==> config.mk <==
export PLATFORM = sky130hd
export DESIGN_NAME = prio_arbiter
export DESIGN_NICKNAME = d
export VERILOG_FILES = /design/src/rtl/prio_arbiter.sv
export SDC_FILE = /design/constraint.sdc
export NUM_CORES = 1
export LEC_CHECK = 0
export CAP_MARGIN = 15
export CORE_MARGIN = 2
export CORE_UTILIZATION = 30
export DETAILED_ROUTE_END_ITERATION = 8
export GPL_ROUTABILITY_DRIVEN = 1
export PLACE_DENSITY = 0.63
export SYNTH_ARGS = -nofsm -noshare
export SYNTH_HDL_FRONTEND = slang
export SYNTH_SLANG_ARGS = --single-unit
==> constraint.sdc <==
create_clock -name clk -period 2 [get_ports clk]
set_input_delay 0.6 -clock clk [delete_from_list [all_inputs] [get_ports clk]]
set_output_delay 0.6 -clock clk [all_outputs]
set_load 0.05 [all_outputs]
==> src/rtl/prio_arbiter.sv <==
// Registered N-way arbiter: fixed-priority or round-robin, grant held until done/request drop.
// Optional forced release after MAX_HOLD cycles when PRIO_ARB_TIMEOUT_EN is defined.
module prio_arbiter #(
    parameter int N        = 4,
    parameter int IDXW     = $clog2(N),
    parameter int MAX_HOLD = 16
) (
    input  logic            clk,
    input  logic            rst_n,
    input  logic [N-1:0]    req,
    input  logic            mode,
    input  logic            done,
    output logic [N-1:0]    gnt,
    output logic [IDXW-1:0] gnt_idx,
    output logic            gnt_valid,
    output logic            timeout
);

    generate
        if (N < 2 || MAX_HOLD < 2) begin : g_bad_param
            $error("prio_arbiter: N and MAX_HOLD must both be >= 2");
        end
    endgenerate

    typedef enum logic {IDLE, GRANT} state_t;

    state_t          state, state_nx;
    logic [IDXW-1:0] last_idx;
    logic [IDXW-1:0] win;
    logic [IDXW-1:0] pos;
    logic            hit;
    logic            load, rel, rel_req, rel_tmo;

    // Round-robin searches upward from the slot after the previous grantee and wraps.
    always_comb begin
        win = '0;
        hit = 1'b0;
        pos = '0;
        if (mode) begin
            for (int i = 0; i < N; i++) begin
                pos = IDXW'((int'(last_idx) + 1 + i) % N);
                if (!hit && req[pos]) begin
                    win = pos;
                    hit = 1'b1;
                end
            end
        end else begin
            for (int i = 0; i < N; i++)
                if (req[IDXW'(i)]) win = IDXW'(i);
        end
    end

    assign rel_req = done || !req[gnt_idx];

    always_ff @(posedge clk or negedge rst_n) begin
        if (!rst_n) state <= IDLE;
        else        state <= state_nx;
    end

    always_comb begin
        state_nx = state;
        load     = 1'b0;
        rel      = 1'b0;
        case (state)
            IDLE: if (|req) begin
                state_nx = GRANT;
                load     = 1'b1;
            end
            GRANT: if (rel_req || rel_tmo) begin
                state_nx = IDLE;
                rel      = 1'b1;
            end
        endcase
    end

    always_ff @(posedge clk or negedge rst_n) begin
        if (!rst_n) begin
            gnt       <= '0;
            gnt_idx   <= '0;
            gnt_valid <= 1'b0;
            last_idx  <= IDXW'(N - 1);
        end else if (load) begin
            gnt       <= '0;
            gnt[win]  <= 1'b1;
            gnt_idx   <= win;
            gnt_valid <= 1'b1;
        end else if (rel) begin
            // gnt_idx is left as-is; it is meaningless while gnt_valid is low.
            gnt       <= '0;
            gnt_valid <= 1'b0;
            last_idx  <= gnt_idx;
        end
    end

`ifdef PRIO_ARB_TIMEOUT_EN
    localparam int HW = $clog2(MAX_HOLD);
    logic [HW-1:0] hold_cnt;

    assign rel_tmo = (state == GRANT) && !rel_req && (hold_cnt == HW'(MAX_HOLD - 1));

    always_ff @(posedge clk or negedge rst_n) begin
        if (!rst_n) begin
            hold_cnt <= '0;
            timeout  <= 1'b0;
        end else begin
            timeout <= rel_tmo;
            if (state == GRANT && !rel)
                hold_cnt <= (hold_cnt == HW'(MAX_HOLD - 1)) ? hold_cnt : hold_cnt + 1'b1;
            else
                hold_cnt <= '0;
        end
    end
`else
    assign rel_tmo = 1'b0;
    assign timeout = 1'b0;
`endif

endmodule

==> results.yml, run 1 <==
# yosys + openroad results
placed_design:
  dpl.hpwl_mm: 1.03
  placement.cell_area_um2: 790
  gp_congestion: 0.798
detailed_routing:
  vias: 536
  wirelength_mm: 1.36
  ant_nets: 0
  post_drt_via_cell_ratio: 4.87
  drtIter0Drc: 8
  dr.pass1.iters: 3
synth:
  ff_type: "dfrtp_1"
  yosysSeqAreaShare: 0.445
  ys_ff: 10
  synthCells: 57
  synth_area_um2: 568
  top_cell: "dfrtp_1"
  avgSynthCellArea_um2: 9.97
  top_area_cell: "dfrtp_1"
  yosys_cells: 57
  edf_count: 0
  top_cells_by_count: "8 x dfrtp_1, 6 x nand2_1, 5 x o21ai_0"
clock_network:
  ctsHoldBuffers: 0
  cts.sinks: 10
  clock_latency_ns: 0.26
  clkTransAtPathRegs_ns: 0.07
  cts_tree: "done"
  clockBufferDepth: 2
  numCtsBuffers: 3
die:
  fp_util: 0.325
  die.size.y_um: 47.5
  core.rowCount: 15
  die-width_um: 47.5
cells_and_area:
  seq_area_um2: 253
  drive_gt1_frac: 0.388
  nets: 94
  final_util: 0.490
  final_cell_area_um2: 855
status:
  status: "completed"
critical_path:
  crit_type: "input pin to register"
  r2r-start: "last_idx[0]"
  worstPathCellList: "clkdlybuf4s50_1 > mux4_2 > a21o_4 > o21a_1 > nand2_1 > a21boi_2"
  reg2reg_depth: 6
  cp-start-kind: "input pin"
  worstSetupEndpoint: "gnt[0]"
  critPathArrivalTime_ns: 2.08
  cp_slowest_stage_delay_ns: 0.49
  cp_max_fo: 6
timing:
  fin_ws_ns: 0.0703
  final.min_clock_period_ns: 1.93
  finalClockPeriodUsage: 0.965
power_and_ir_drop:
  power_density_nw_per_um2: 1450
  vdd_drop_max_mv: 0.871
global_route:
  grt_max_degree: 11
  antenna_found_initial: 0
hold_path:
  min_path_cells: 1
[run 1: layer usage]
metal / GRT usage / wire, um
met5: 0 / 0
met2: 0.208 / 656
met4: 0.0500 / 0
met3: 0.0340 / 64
met1: 0.184 / 640
[run 1: what timing repair did]
item,CTS,global route
pin swaps,0,3
gates resized,1,6
setup buffers,0,1
endpoints found under the setup margin,1,5
[run 1: area by class of cell]
cell class	count	share of cell area
Tap cell	25	0.0366
Multi-Input combinational cell	42	0.363
Clock buffer	4	0.0425
Timing Repair Buffer	25	0.245
Sequential cell	10	0.296
Inverter	4	0.0176
[run 1: worst min-delay path by stage]
stage	from	endpoint	slack (ns)
after global placement	gnt_valid	gnt_valid	0.47
after detailed placement	gnt_valid	gnt_valid	0.47
after CTS	gnt_valid	gnt_valid	0.49
final	gnt_valid	gnt_valid	0.49
after global routing	gnt_valid	gnt_valid	0.51
after floorplan	rst_n	gnt[0]	0.30
[run 1: where the power goes]
| group | internal [mW] | leakage, nW | switching [mW] |
|---|---|---|---|
| Clock | 0.111 | 0.0210 | 0.0718 |
| Sequential | 0.302 | 0.121 | 0.0937 |
| Combinational | 0.279 | 0.254 | 0.381 |
| Total | 0.692 | 0.395 | 0.547 |
[run 1: worst max-delay path, delay by kind of cell]
family,cells,cell delay (ns)
buf+inv,1,0.45
mux,1,0.49
compound gates,3,0.46
simple gates,1,0.09
[run 1: state kept, by name, indices dropped and copies added (netlist names)]
register	count
gnt_idx	2
state	1
gnt_valid	1
last_idx	2
gnt	4
[run 1: logic make-up after synthesis]
family                 synth area share
buffers and inverters            0.0396
AND/OR/NAND/NOR                   0.192
AND-OR/OR-AND                     0.238
flip-flops                        0.445
other                           0.00660
multiplexers                     0.0793
[run 1: cell usage in the layout, fill, tap and decap left out, types with 2 or more instances in the layout]
cell,netlist,final
dfstp_2,2,2
mux2_2,2,2
o21a_1,3,3
dfrtp_1,8,8
nand2_1,6,6
nand3_1,2,2
nor2_1,3,3
buf_4,1,18
inv_1,4,4
dlymetal6s2s_1,0,2
a21oi_1,2,2
clkbuf_4,0,3
o21ai_0,5,4
clkdlybuf4s50_1,0,4
### Gate-type map, run 1

Scale: 10 px per um.
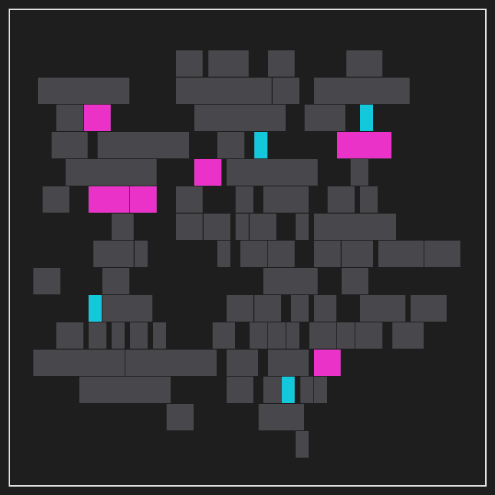
Key: AND-OR and OR-AND gates = magenta [cells 6]; inverters = cyan [cells 4]

### Drive-strength map, run 1

Scale: 10 px per um.
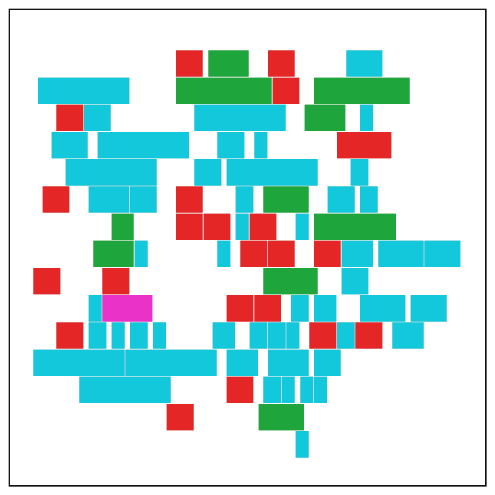
Key: _2 cells = green [cells 10]; _0 and _1 cells = cyan [cells 52, most used dfrtp_1]; _3 and _4 cells = red [cells 22, most used buf_4]; _6 and larger = magenta [cells 1, most used clkbuf_8]

### Routing congestion, run 1

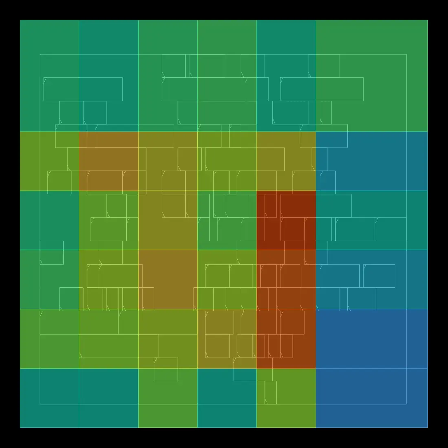
wire length per cell: 12.4 um
GRT Util Overall: 0.135

==> inputs of run 2 (changes only) <==
==> constraint.sdc (replaced) <==
create_clock -name clk -period 2.37 [get_ports clk]
set_input_delay 0.711 -clock clk [delete_from_list [all_inputs] [get_ports clk]]
set_output_delay 0.711 -clock clk [all_outputs]
set_load 0.05 [all_outputs]
==> run 2 against run 1 <==
  * Via count down 5.2%
  * Clock-buffer cell count is the same
  * Flip-flop count did not move
  * Register-to-register slack better by 0.39 ns
  * Synthesized cell count did not move
  * Wire length is 4.8% lower
  * Sequential share of layout area rose by 1.3 points
  * First-iteration DRC count fell by 50%
  * Sequential power down 18%
  * Cell area fell by 4.2%
  * Largest power group unchanged
==> results.yml, run 2 <==
# yosys + openroad results
cells_and_area:
  nets: 91
  final_cell_mix: "14 x clkdlybuf4s50_1, 8 x dfrtp_1, 8 x buf_4"
  drive_gt1_frac: 0.232
  final_cell_area_um2: 818
  nFillCells: 173
  largest-register: "gnt"
  reg.largest.list: "gnt: 4 flops, gnt_idx: 2 flops, last_idx: 2 flops"
  largest_reg_flops: 4
  lay_top_count: "clkdlybuf4s50_1"
  diodes: 0
  syn_to_final_growth_pct: 44.1
synth:
  yosysSeqAreaShare: 0.445
  synth_area_um2: 568
  avgSynthCellArea_um2: 9.97
  yosysWarnings: 0
  top_cells_by_area: "dfrtp_1 35%, dfstp_2 9.3%, o21ai_0 4.4%"
  yosys_area_um2: 568
  top_cell: "dfrtp_1"
  top_area_cell: "dfrtp_1"
  yosys_cells: 57
  ys_ff: 10
  top_cells_by_count: "8 x dfrtp_1, 6 x nand2_1, 5 x o21ai_0"
  synthCells: 57
  edf_count: 0
  ys_types: 29
  ff_type: "dfrtp_1"
clock_network:
  cts_max_level: 1
  cts_tree: "done"
  clock_latency_ns: 0.26
  ctsHoldBuffers: 0
  cts.sinks: 10
  post_cts_resize_count: 0
  post-cts-setup-buffers: 0
  clockBufferDepth: 2
  root_buffer: "clkbuf_4"
  numCtsBuffers: 3
  clkTransAtPathRegs_ns: 0.06
hold_path:
  min_path_cells: 1
die:
  die-width_um: 47.5
  die.size.y_um: 47.5
  core.rowCount: 15
  ios: 16
  core_um2: 1750
  fp_util: 0.325
critical_path:
  cp_max_fo: 4
  worst-path-buf-inv: 1
  reg2reg_depth: 6
  cp-start-kind: "register"
  crit_cells: 1
  worstPathCellList: "clkdlybuf4s50_1"
  crit_type: "register to output pin"
  crit_family: "buffers and inverters"
  critPathArrivalTime_ns: 1.50
  cp_slowest_stage_delay_ns: 0.83
detailed_routing:
  routedWlPerCell_um: 12.1
  wirelength_mm: 1.30
  post_drt_via_cell_ratio: 4.75
  drtIter0Drc: 4
  vias: 508
  ant_nets: 0
  dr.pass1.iters: 2
power_and_ir_drop:
  power_density_nw_per_um2: 1210
  vdd_drop_max_mv: 0.660
timing:
  slew-limit-headroom: 0.663
  finalMaxSlewViolations: 0
  setup_violations: 0
  final.min_clock_period_ns: 2.22
  rsz0062_at_grt: "false"
  fin_ws_ns: 0.155
  worst_pin_slew_ns: 0.504
  finalClockPeriodUsage: 0.935
flow_run:
  drv_cap: 0
  log.warning_count: 26
placed_design:
  gp_congestion: 0.829
  port_buffers: 14
  dp_slack_ns: -0.0199
  dpl.hpwl_mm: 1.00
  placement.cell_area_um2: 792
global_route:
  antenna_found_initial: 0
  grt.total_usage: 0.139
  grt_max_degree: 11
status:
  status: "completed"
## run 2: path summary, 6_finish.rpt
| kind | slack (ns) | start | endpoint |
|---|---|---|---|
| worst max-delay path | 0.15 | gnt_idx[0] | gnt_idx[0] |
| worst min-delay path | 0.48 | gnt_valid | gnt_valid |
| worst max register to register | 0.62 | last_idx[0] | gnt[1] |
| worst min register to register | 0.48 | gnt_valid | gnt_valid |
| max in group asynchronous | 1.26 | rst_n | last_idx[0] |
| min in group asynchronous | 0.77 | rst_n | gnt_valid |
## run 2: through the flow
stage / setup TNS (ns) / util / std cells / power (mW)
detailed placement: -0.0471 / 0.454 / 103 / 0.882
global placement: -0.0291 / 0.454 / 103 / 0.882
global route: 0 / 0.469 / 107 / 1.06
floorplan: 0 / - / 57 / 0.685
CTS: 0 / 0.469 / 107 / 1.01
finish: 0 / 0.469 / 107 / 0.993
## run 2: area by class of cell
type	instances	area [um^2]	area share
Clock buffer	4	26.3	0.0321
Sequential cell	10	253	0.309
Inverter	4	15.0	0.0183
Timing Repair Buffer	22	200	0.245
Tap cell	25	31.3	0.0382
Multi-Input combinational cell	42	293	0.358
## run 2: cell families (layout without fill, tap and decap cells)
kind of cell,count (synthesis),in the layout,share of synthesized area
muxes,3,3,0.0793
other,1,1,0.00660
DFF,10,10,0.445
buffers and inverters,5,30,0.0396
AOI/OAI and AO/OA,18,18,0.238
and+or+nand+nor,20,20,0.192
## run 2: layer usage
layer | GRT usage | up-vias | part of all wire | routed length, um
li1 | - | 260 | - | -
met1 | 0.180 | 233 | 0.49 | 636
met2 | 0.208 | 13 | 0.44 | 574
met3 | 0.0528 | 2 | 0.053 | 68
met4 | 0.0556 | 0 | 0.012 | 15
met5 | 0 | - | 0 | 0
## run 2: where the power goes
part	switching [mW]	internal, mW	total, mW
logic	0.313	0.234	0.547
clock network	0.0546	0.0649	0.120
registers	0.0714	0.255	0.326
### Drive-strength map, run 2

Scale: 10 px per um.
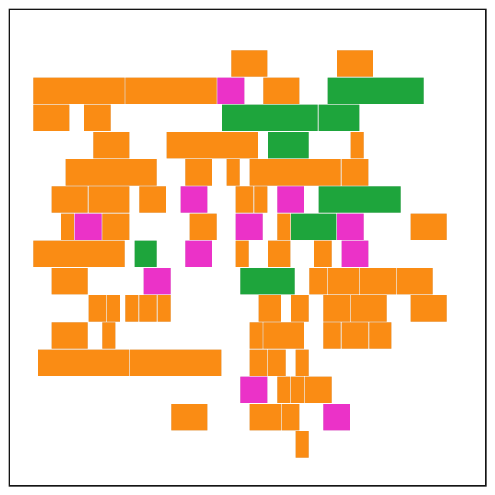
Key: _2 cells = green [cells 8]; _3 and _4 cells = magenta [cells 11, most used buf_4]; _0 and _1 cells = orange [cells 63, most used clkdlybuf4s50_1]

### Routing congestion, run 2

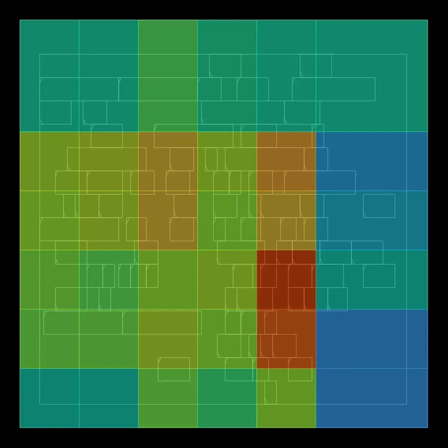
met1 usage: 0.180
Global Route met3 Usage: 0.0528
final core utilization: 0.469

Power figures rest on the tool's default switching activity, not on a simulated workload.
